File: config.mk
export PLATFORM = sky130hd
export DESIGN_NAME = spike_event_decoder
export DESIGN_NICKNAME = d
export VERILOG_FILES = /design/src/rtl/spike_event_decoder.sv
export SDC_FILE = /design/constraint.sdc
export NUM_CORES = 1
export LEC_CHECK = 0
export CAP_MARGIN = 20
export CORE_UTILIZATION = 58
export DETAILED_ROUTE_END_ITERATION = 7
export GPL_ROUTABILITY_DRIVEN = 0
export PLACE_DENSITY = 0.81
export SLEW_MARGIN = 15
export SYNTH_ARGS = -nofsm -noshare
export SYNTH_HDL_FRONTEND = slang
export SYNTH_SLANG_ARGS = --single-unit
File: constraint.sdc
create_clock -name clk -period 5.1 [get_ports clk]
set_input_delay 1.02 -clock clk [delete_from_list [all_inputs] [get_ports clk]]
set_output_delay 1.02 -clock clk [all_outputs]
set_load 0.05 [all_outputs]
File: src/rtl/spike_event_decoder.sv
// spike_event_decoder: decodes the per-slot spike/spkid stream of the
// time-multiplexed 128-neuron core into an event FIFO of fired neuron IDs,
// a per-sweep population snapshot with spike count, and sticky error flags.
// Optional build macro SWEEP_STAMP_EN adds a 16-bit sweep_num output stamped
// on every snapshot load.
//
// Timing: sampling edge E0 registers the slot; E1 runs the sequence check and
// updates the working set; E2 writes the FIFO and, for slot 127, loads the
// snapshot.
module spike_event_decoder #(
  parameter int unsigned FIFO_DEPTH = 16,
  parameter int unsigned FIFO_AW    = 4,
  parameter int unsigned DROP_CNT_W = 16
) (
  input  logic                  clk,
  input  logic                  reset_bar,
  input  logic                  spkid_valid,
  input  logic [15:0]           spkid,
  input  logic                  spike,
  output logic                  ev_valid,
  input  logic                  ev_ready,
  output logic [6:0]            ev_id,
  output logic                  sweep_valid,
  input  logic                  sweep_ready,
  output logic [127:0]          population,
  output logic [7:0]            spike_count,
  output logic                  sweep_partial,
  output logic                  fmt_err,
  output logic                  seq_err,
  output logic                  overrun,
  output logic [DROP_CNT_W-1:0] drop_cnt
`ifdef SWEEP_STAMP_EN
  ,
  output logic [15:0]           sweep_num
`endif
);

  localparam logic [FIFO_AW:0] FifoFull = (FIFO_AW+1)'(FIFO_DEPTH);

  logic                  s1_valid_q, s1_valid_d;
  logic [6:0]            s1_idx_q, s1_idx_d;
  logic                  s1_f_q, s1_f_d;
  logic [6:0]            exp_idx_q, exp_idx_d;
  logic [127:0]          wpop_q, wpop_d;
  logic [7:0]            wcnt_q, wcnt_d;
  logic                  wpart_q, wpart_d;
  logic                  load_q, load_d;
  logic                  push_q, push_d;
  logic [6:0]            push_id_q, push_id_d;
  logic [127:0]          snap_pop_q, snap_pop_d;
  logic [7:0]            snap_cnt_q, snap_cnt_d;
  logic                  snap_part_q, snap_part_d;
  logic                  sweep_valid_q, sweep_valid_d;
  logic                  fmt_err_q, fmt_err_d;
  logic                  seq_err_q, seq_err_d;
  logic                  overrun_q, overrun_d;
  logic [DROP_CNT_W-1:0] drop_cnt_q, drop_cnt_d;
  logic [6:0]            mem_q [FIFO_DEPTH];
  logic [6:0]            mem_d [FIFO_DEPTH];
  logic [FIFO_AW-1:0]    wptr_q, wptr_d, rptr_q, rptr_d;
  logic [FIFO_AW:0]      cnt_q, cnt_d;
`ifdef SWEEP_STAMP_EN
  logic [15:0]           sweep_ctr_q, sweep_ctr_d;
  logic [15:0]           sweep_num_q, sweep_num_d;
`endif

  logic         slot_bad;
  logic [127:0] base_pop;
  logic [7:0]   base_cnt;
  logic         base_part;
  logic         do_pop, do_push, fifo_full;

  // Next-state for the whole pipeline: sampling, sequencing, snapshot and FIFO.
  always_comb begin
    // Stage 1: format check on the raw slot word.
    slot_bad   = spkid[15] | (spkid[6:0] != 7'd0) | (spike != spkid[7]);
    s1_valid_d = spkid_valid & ~slot_bad;
    s1_idx_d   = spkid[14:8];
    s1_f_d     = spkid[7];
    fmt_err_d  = fmt_err_q | (spkid_valid & slot_bad);

    // Stage 2: a snapshot load on this edge hands off the working set, so the
    // incoming slot builds on a cleared one.
    base_pop  = load_q ? '0 : wpop_q;
    base_cnt  = load_q ? 8'd0 : wcnt_q;
    base_part = load_q ? 1'b0 : wpart_q;
    wpop_d    = base_pop;
    wcnt_d    = base_cnt;
    wpart_d   = base_part;
    exp_idx_d = exp_idx_q;
    seq_err_d = seq_err_q;
    load_d    = 1'b0;
    push_d    = 1'b0;
    push_id_d = s1_idx_q;
    if (s1_valid_q) begin
      if (s1_idx_q != exp_idx_q) begin
        seq_err_d = 1'b1;
        wpop_d    = '0;
        wcnt_d    = 8'd0;
        wpart_d   = 1'b1;
      end
      wpop_d[s1_idx_q] = s1_f_q;
      wcnt_d           = wcnt_d + {7'd0, s1_f_q};
      exp_idx_d        = s1_idx_q + 7'd1;
      load_d           = (s1_idx_q == 7'd127);
      push_d           = s1_f_q;
    end

    // Snapshot register and handshake.
    snap_pop_d    = snap_pop_q;
    snap_cnt_d    = snap_cnt_q;
    snap_part_d   = snap_part_q;
    sweep_valid_d = sweep_valid_q;
    overrun_d     = overrun_q;
`ifdef SWEEP_STAMP_EN
    sweep_ctr_d   = sweep_ctr_q;
    sweep_num_d   = sweep_num_q;
`endif
    if (load_q) begin
      snap_pop_d    = wpop_q;
      snap_cnt_d    = wcnt_q;
      snap_part_d   = wpart_q;
      sweep_valid_d = 1'b1;
      if (sweep_valid_q && !sweep_ready) overrun_d = 1'b1;
`ifdef SWEEP_STAMP_EN
      sweep_ctr_d   = sweep_ctr_q + 16'd1;
      sweep_num_d   = sweep_ctr_q + 16'd1;
`endif
    end else if (sweep_valid_q && sweep_ready) begin
      sweep_valid_d = 1'b0;
    end

    // Event FIFO: a pop frees the slot a same-edge push needs when full.
    fifo_full  = (cnt_q == FifoFull);
    do_pop     = (cnt_q != '0) & ev_ready;
    do_push    = push_q & (~fifo_full | do_pop);
    mem_d      = mem_q;
    wptr_d     = wptr_q;
    rptr_d     = rptr_q;
    cnt_d      = cnt_q;
    drop_cnt_d = drop_cnt_q;
    if (do_push) begin
      mem_d[wptr_q] = push_id_q;
      wptr_d        = wptr_q + 1'b1;
    end
    if (do_pop) rptr_d = rptr_q + 1'b1;
    if (do_push && !do_pop) cnt_d = cnt_q + 1'b1;
    else if (do_pop && !do_push) cnt_d = cnt_q - 1'b1;
    if (push_q && !do_push && (drop_cnt_q != '1)) drop_cnt_d = drop_cnt_q + 1'b1;
  end

  // State registers; asynchronous clear of every pipeline, snapshot and FIFO flop.
  always_ff @(posedge clk or negedge reset_bar) begin
    if (!reset_bar) begin
      s1_valid_q    <= 1'b0;
      s1_idx_q      <= 7'd0;
      s1_f_q        <= 1'b0;
      exp_idx_q     <= 7'd0;
      wpop_q        <= '0;
      wcnt_q        <= 8'd0;
      wpart_q       <= 1'b0;
      load_q        <= 1'b0;
      push_q        <= 1'b0;
      push_id_q     <= 7'd0;
      snap_pop_q    <= '0;
      snap_cnt_q    <= 8'd0;
      snap_part_q   <= 1'b0;
      sweep_valid_q <= 1'b0;
      fmt_err_q     <= 1'b0;
      seq_err_q     <= 1'b0;
      overrun_q     <= 1'b0;
      drop_cnt_q    <= '0;
      for (int i = 0; i < FIFO_DEPTH; i++) mem_q[i] <= 7'd0;
      wptr_q        <= '0;
      rptr_q        <= '0;
      cnt_q         <= '0;
`ifdef SWEEP_STAMP_EN
      sweep_ctr_q   <= 16'd0;
      sweep_num_q   <= 16'd0;
`endif
    end else begin
      s1_valid_q    <= s1_valid_d;
      s1_idx_q      <= s1_idx_d;
      s1_f_q        <= s1_f_d;
      exp_idx_q     <= exp_idx_d;
      wpop_q        <= wpop_d;
      wcnt_q        <= wcnt_d;
      wpart_q       <= wpart_d;
      load_q        <= load_d;
      push_q        <= push_d;
      push_id_q     <= push_id_d;
      snap_pop_q    <= snap_pop_d;
      snap_cnt_q    <= snap_cnt_d;
      snap_part_q   <= snap_part_d;
      sweep_valid_q <= sweep_valid_d;
      fmt_err_q     <= fmt_err_d;
      seq_err_q     <= seq_err_d;
      overrun_q     <= overrun_d;
      drop_cnt_q    <= drop_cnt_d;
      mem_q         <= mem_d;
      wptr_q        <= wptr_d;
      rptr_q        <= rptr_d;
      cnt_q         <= cnt_d;
`ifdef SWEEP_STAMP_EN
      sweep_ctr_q   <= sweep_ctr_d;
      sweep_num_q   <= sweep_num_d;
`endif
    end
  end

  assign ev_valid      = (cnt_q != '0);
  assign ev_id         = mem_q[rptr_q];
  assign sweep_valid   = sweep_valid_q;
  assign population    = snap_pop_q;
  assign spike_count   = snap_cnt_q;
  assign sweep_partial = snap_part_q;
  assign fmt_err       = fmt_err_q;
  assign seq_err       = seq_err_q;
  assign overrun       = overrun_q;
  assign drop_cnt      = drop_cnt_q;
`ifdef SWEEP_STAMP_EN
  assign sweep_num     = sweep_num_q;
`endif

endmodule

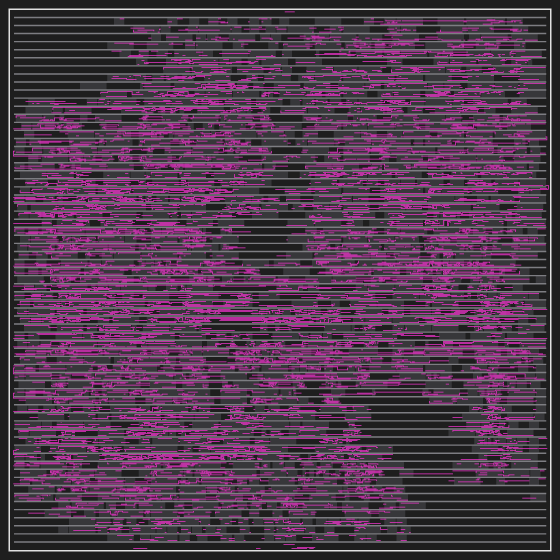
Run 1: metal 1
Supply wires on this layer in gray.
The layer holds 41% of the routed length. The layer carries 18,500 microns of wire.
total wire length: 44.7 mm
via count: 12,300

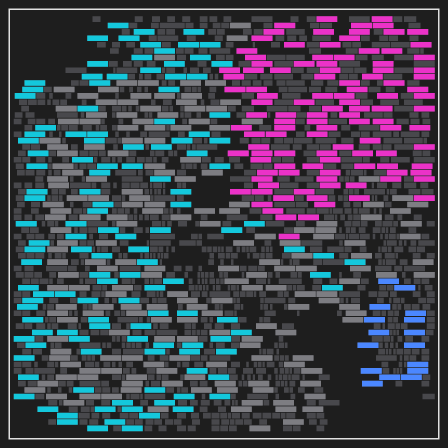
Run 1: sequential cells grouped by signal name
Other sequential cells in the stronger gray, the rest of the logic in the fainter gray.
mem_q: drawn in magenta, placed flops 112. drop_cnt: drawn in blue, placed flops 16, where south-east. population: drawn in cyan, placed flops 128.
Another 188 sequential cells are not colored.
P_seq: 3.73 mW
Flop area: 11,100 sq um
final core occ: 70.5%
sequential share of cell area: 49.7%

==> results_dict.tcl, run 1 <==
# yosys + openroad results
set metrics [dict create \
    track_usage_pct 27.7 \
    r2r-start "cnt_q[0]" \
    cts_resized 0 \
    fin_nets 1548 \
    vias_per_cell 6.31 \
    clk_path_buf_depth 3 \
    tool_warnings 34 \
    syn_area_sq_um 18800 \
    holdWs_ps 476 \
    wl_per_cell_microns 22.9 \
    maxPowerGroup "sequential cells" \
    ys_sh_mux_pct 20.5 \
    outcome "finished, final reports clean" \
    post-dp-hpwl_mm 27.1 \
    final_area_sq_um 22300 \
    top_logic_kind "multiplexers" \
    p_clk_mw 3.30 \
    p_seq_share_pct 49.6 \
    r2r.worst_path.cells 10 \
    hold_violations 0 \
    critical_path.max_stage_delay_ps 830 \
    slowest_stage "dfrtp_1" \
    critPathKind "reg2out" \
    setup-tns-final_ps 0 \
    grt_pass1_wl_mm 71.4 \
    switching_power_mw 1.79 \
    grt_pass1_vias 12900 \
    power_frac_comb_pct 6.5 \
    fin_cells 1950 \
    reg2reg_slack_ps 2010 \
    tightest_slew_ps 990 \
    max-slew-margin-rel_pct 34.0 \
    hold_path.class "reg2reg" \
    p_leak_nw 10.2 \
    edf_count 0 \
    crit_top_cell "mux4_2" \
    firstDrtPassIters 5 \
    ant_nets 0 \
    period_needed_ps 4530 \
    synth_top_cell_by_area "dfrtp_1" \
    netlist_top_cells_area "dfrtp_1, mux2_2, mux2_4, mux4_2, o32ai_1" \
    grt_max_degree 125 \
    power.density_nw_per_um2 336 \
    comb-power_mw 0.488 \
    root_buffer "clkbuf_16" \
    synth_cell_types 47 \
    cts.clk_slew.worst_paths_ps 60 \
    fp_util_pct 59.3 \
    pre_cts_ws_ps 1140 \
    cts_tree "done" \
    p_int_mw 5.72 \
    r2r-end "cnt_q[4]" \
    final.setup.worst_slack_ps 567 \
]
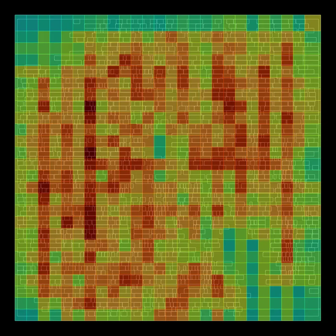
Run 1: routing congestion
GRT met1 Usage: 36.6%
busiest grt layer: met2
GRT met3 Usage: 6.14%
GR Util met2: 46.0%

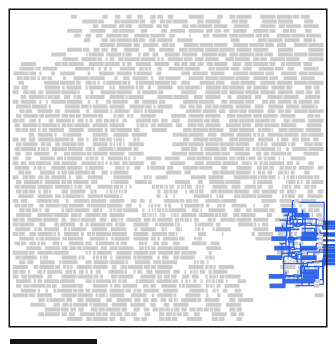
Run 1: port wiring
Scale bar: 50 microns.
drop_cnt: drawn in blue, bits 16, direction output, edge east, end cells 16, buffers 16, wire 647 microns.
num ports: 187
port bufs: 186

==> run 1: cells in the mapped netlist (all sizes together), types with 3 or more instances <==
| cell | count |
|---|---|
| nor2 | 29 |
| nand2 | 56 |
| and2 | 12 |
| xnor2 | 23 |
| or3 | 3 |
| o32ai | 79 |
| nand4 | 11 |
| mux2 | 251 |
| xor2 | 15 |
| nor3 | 5 |
| and4 | 3 |
| inv | 14 |
| mux4 | 35 |
| nor4 | 5 |
| nand2b | 8 |
| o22ai | 48 |
| a21o | 6 |
| mux2i | 3 |
| buf | 33 |
| dfrtp | 444 |
| nand3 | 20 |
| o21ai | 135 |
| ha | 14 |
| and3 | 5 |
| a21oi | 10 |
| nor2b | 9 |
| clkbuf | 83 |
==> run 1: flip-flops by register name, summed over array words and instances, names as in the netlist, 4 cells and up <==
signal,count
exp_idx_q,7
cnt_q,5
wpop_q,128
population,128
push_id_d,7
rptr_q,4
wptr_q,4
push_id_q,7
wcnt_q,8
spike_count,8
drop_cnt,16
mem_q,112
==> run 1: routing by layer <==
| metal | routed length [microns] | up-vias |
|---|---|---|
| met2 | 22200 | 453 |
| met3 | 3070 | 88 |
| met5 | 13 | - |
| li1 | - | 5335 |
| met1 | 18500 | 6431 |
| met4 | 1030 | 2 |
==> run 1: area by class of cell <==
type	instances	area share, %
Inverter	14	0.235
Clock buffer	68	5.96
Multi-Input combinational cell	802	31.9
Tap cell	402	2.25
Sequential cell	444	49.7
Clock inverter	16	0.694
Timing Repair Buffer	204	9.22
==> run 1: critical path: cells and delay by family (launching register included) <==
family | cells | cell delay [ps]
flip-flops | 1 | 830
multiplexers | 2 | 1020
buffers and inverters | 2 | 1090
--- run 2 (diff from run 1) ---
--- a/config.mk
+++ b/config.mk
@@ -9,7 +9,8 @@
 export CORE_UTILIZATION = 58
 export DETAILED_ROUTE_END_ITERATION = 7
 export GPL_ROUTABILITY_DRIVEN = 0
-export PLACE_DENSITY = 0.81
+export PLACE_DENSITY = 0.93
+export REMOVE_ABC_BUFFERS = 1
 export SLEW_MARGIN = 15
 export SYNTH_ARGS = -nofsm -noshare
 export SYNTH_HDL_FRONTEND = slang
==> run 2 against run 1 <==
Effect of this change:
- cell count decreased by 0.21%
- register-to-register slack about the same
- routed wire length increased by 1.9%
- highest routed layer is now met4
- largest power group unchanged
- critical path type unchanged
- synthesized area unchanged
- synthesized cell count unchanged
- critical path depth unchanged
- worst setup slack improved by 320 ps
- clock power increased by 6.1%
- clock-buffer cell count decreased by 1
- utilization increased by 0.24 points
==> results_dict.tcl, run 2 <==
# yosys + openroad results
set metrics [dict create \
    outcome "finished, final reports clean" \
    grt_pass1_wl_mm 72.6 \
    holdWs_ps 456 \
    num_vias 12400 \
    p_total_mw 7.71 \
    pre_cts_ws_ps 1290 \
    cts.clk_slew.worst_paths_ps 60 \
    vias_per_cell 6.38 \
    use_met1_pct 35.1 \
    top_usage_layer "met2" \
    fin_cells 1946 \
    firstDrtPassIters 5 \
    cts_resized 0 \
    synth_cell_types 47 \
    hold_violations 0 \
    grt_max_degree 133 \
    cts_tree "done" \
    period_needed_ps 4210 \
    period_used_pct 82.6 \
    regArea_sq_um 11100 \
    max-slew-margin-rel_pct 33.5 \
    netlist_top_cells_area "dfrtp_1, mux2_2, mux2_4, mux4_2, o32ai_1" \
    power_frac_comb_pct 6.5 \
    critPathLaunchType "register" \
    p_leak_nw 10.2 \
    fp_util_pct 59.3 \
    cap_violations 0 \
    r2r.worst_path.cells 11 \
    post-cts-setup-buffers 0 \
    grt_pass1_vias 13100 \
    tightest_slew_ps 998 \
    power.density_nw_per_um2 344 \
    reg2reg_slack_ps 2010 \
    r2r-end "cnt_q[4]" \
    setup_viol_count_final 0 \
    num_io_pins 187 \
    hold_path.class "reg2reg" \
    syn_area_sq_um 18800 \
    place.port_buffers 186 \
    switching_power_mw 1.79 \
    ant_nets 0 \
    r2r-start "cnt_q[0]" \
    critPathKind "reg2out" \
    synth_top_cell_by_area "dfrtp_1" \
    clk_path_buf_depth 3 \
    dieArea_sq_um 33100 \
    final_area_sq_um 22400 \
    final.setup.worst_slack_ps 890 \
    p_int_mw 5.92 \
    fin_nets 1544 \
    worst_ep_required_time_ps 4080 \
    track_usage_pct 27.8 \
    p_seq_share_pct 48.1 \
    post-dp-hpwl_mm 28.1 \
    routed_wl_mm 45.6 \
    top_cell "dfrtp_1" \
    setup-tns-final_ps 0 \
]
## run 2: cell count changes in the layout (fill, tap and decap cells not counted), moves of 2 or more
cell / previous run / this run
nand2_1: 48 / 46
bufinv_16: 2 / 6
clkbuf_16: 45 / 47
buf_4: 14 / 9
nand2_2: 8 / 10
clkinv_8: 0 / 2
clkbuf_8: 12 / 8
clkinv_2: 10 / 7
inv_6: 2 / 0
## run 2: routing by layer
layer | part of all wire (%) | vias to the layer above
met5 | 0 | -
met3 | 7.1 | 141
met1 | 39 | 6396
met2 | 50 | 527
li1 | - | 5346
met4 | 3.8 | 0
## run 2: power groups by stage
stage | Clock (mW) | Sequential (mW) | Combinational, mW
final | 3.50 | 3.71 | 0.503
after global routing | 3.70 | 3.71 | 0.557
after CTS | 3.55 | 3.70 | 0.516
after detailed placement | 0 | 3.77 | 0.507
after global placement | 0 | 3.75 | 0.477
after floorplan | 0 | 3.78 | 0.278
## run 2: layout make-up
class | instances | area share, %
flip-flops and latches | 444 | 49.6
inverters | 14 | 0.234
clock buffers | 67 | 5.94
well taps | 402 | 2.24
repair buffers | 199 | 9.02
diodes | 1 | 0.0112
multi-input cells | 802 | 31.8
clock inverters | 17 | 1.17
## run 2: cells by family (layout without fill, tap and decap cells)
kind of cell / after synthesis / in the layout / synth area share (%)
multiplexers: 289 / 289 / 20.5
adder cells (fa/ha/maj): 15 / 15 / 1.04
buffers and inverters: 130 / 297 / 3.00
AND-OR/OR-AND: 283 / 283 / 9.60
XOR/XNOR: 38 / 38 / 1.77
AND/OR/NAND/NOR: 177 / 177 / 4.98
flip-flops: 444 / 444 / 59.1
other: 0 / 1 / 0
## run 2: worst max-delay path: stages (launching register included)
cell and delay, ps:
dfrtp_1 320, buf_4 490, mux4_2 610, mux4_2 490
clkdlybuf4s50_1 710
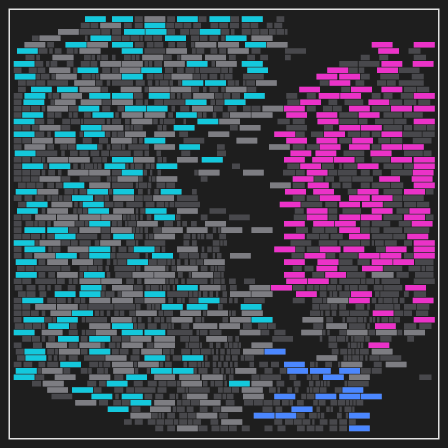
Run 2: sequential cells grouped by signal name
Other sequential cells in the stronger gray, the rest of the logic in the fainter gray.
population: drawn in cyan, placed flops 128. drop_cnt: drawn in blue, placed flops 16, where south-east. mem_q: drawn in magenta, placed flops 112.
Another 188 sequential cells are not colored.
final core occ: 70.7%
P_seq: 3.71 mW

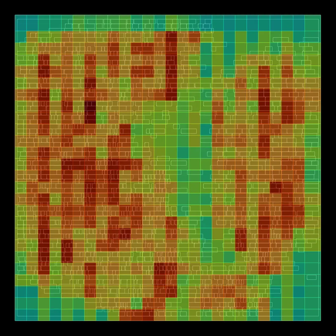
Run 2: routing congestion
Routed WL per cell: 23.4 microns
GRT met3 Usage: 6.90%

Power is estimated from default activity; no workload was simulated.
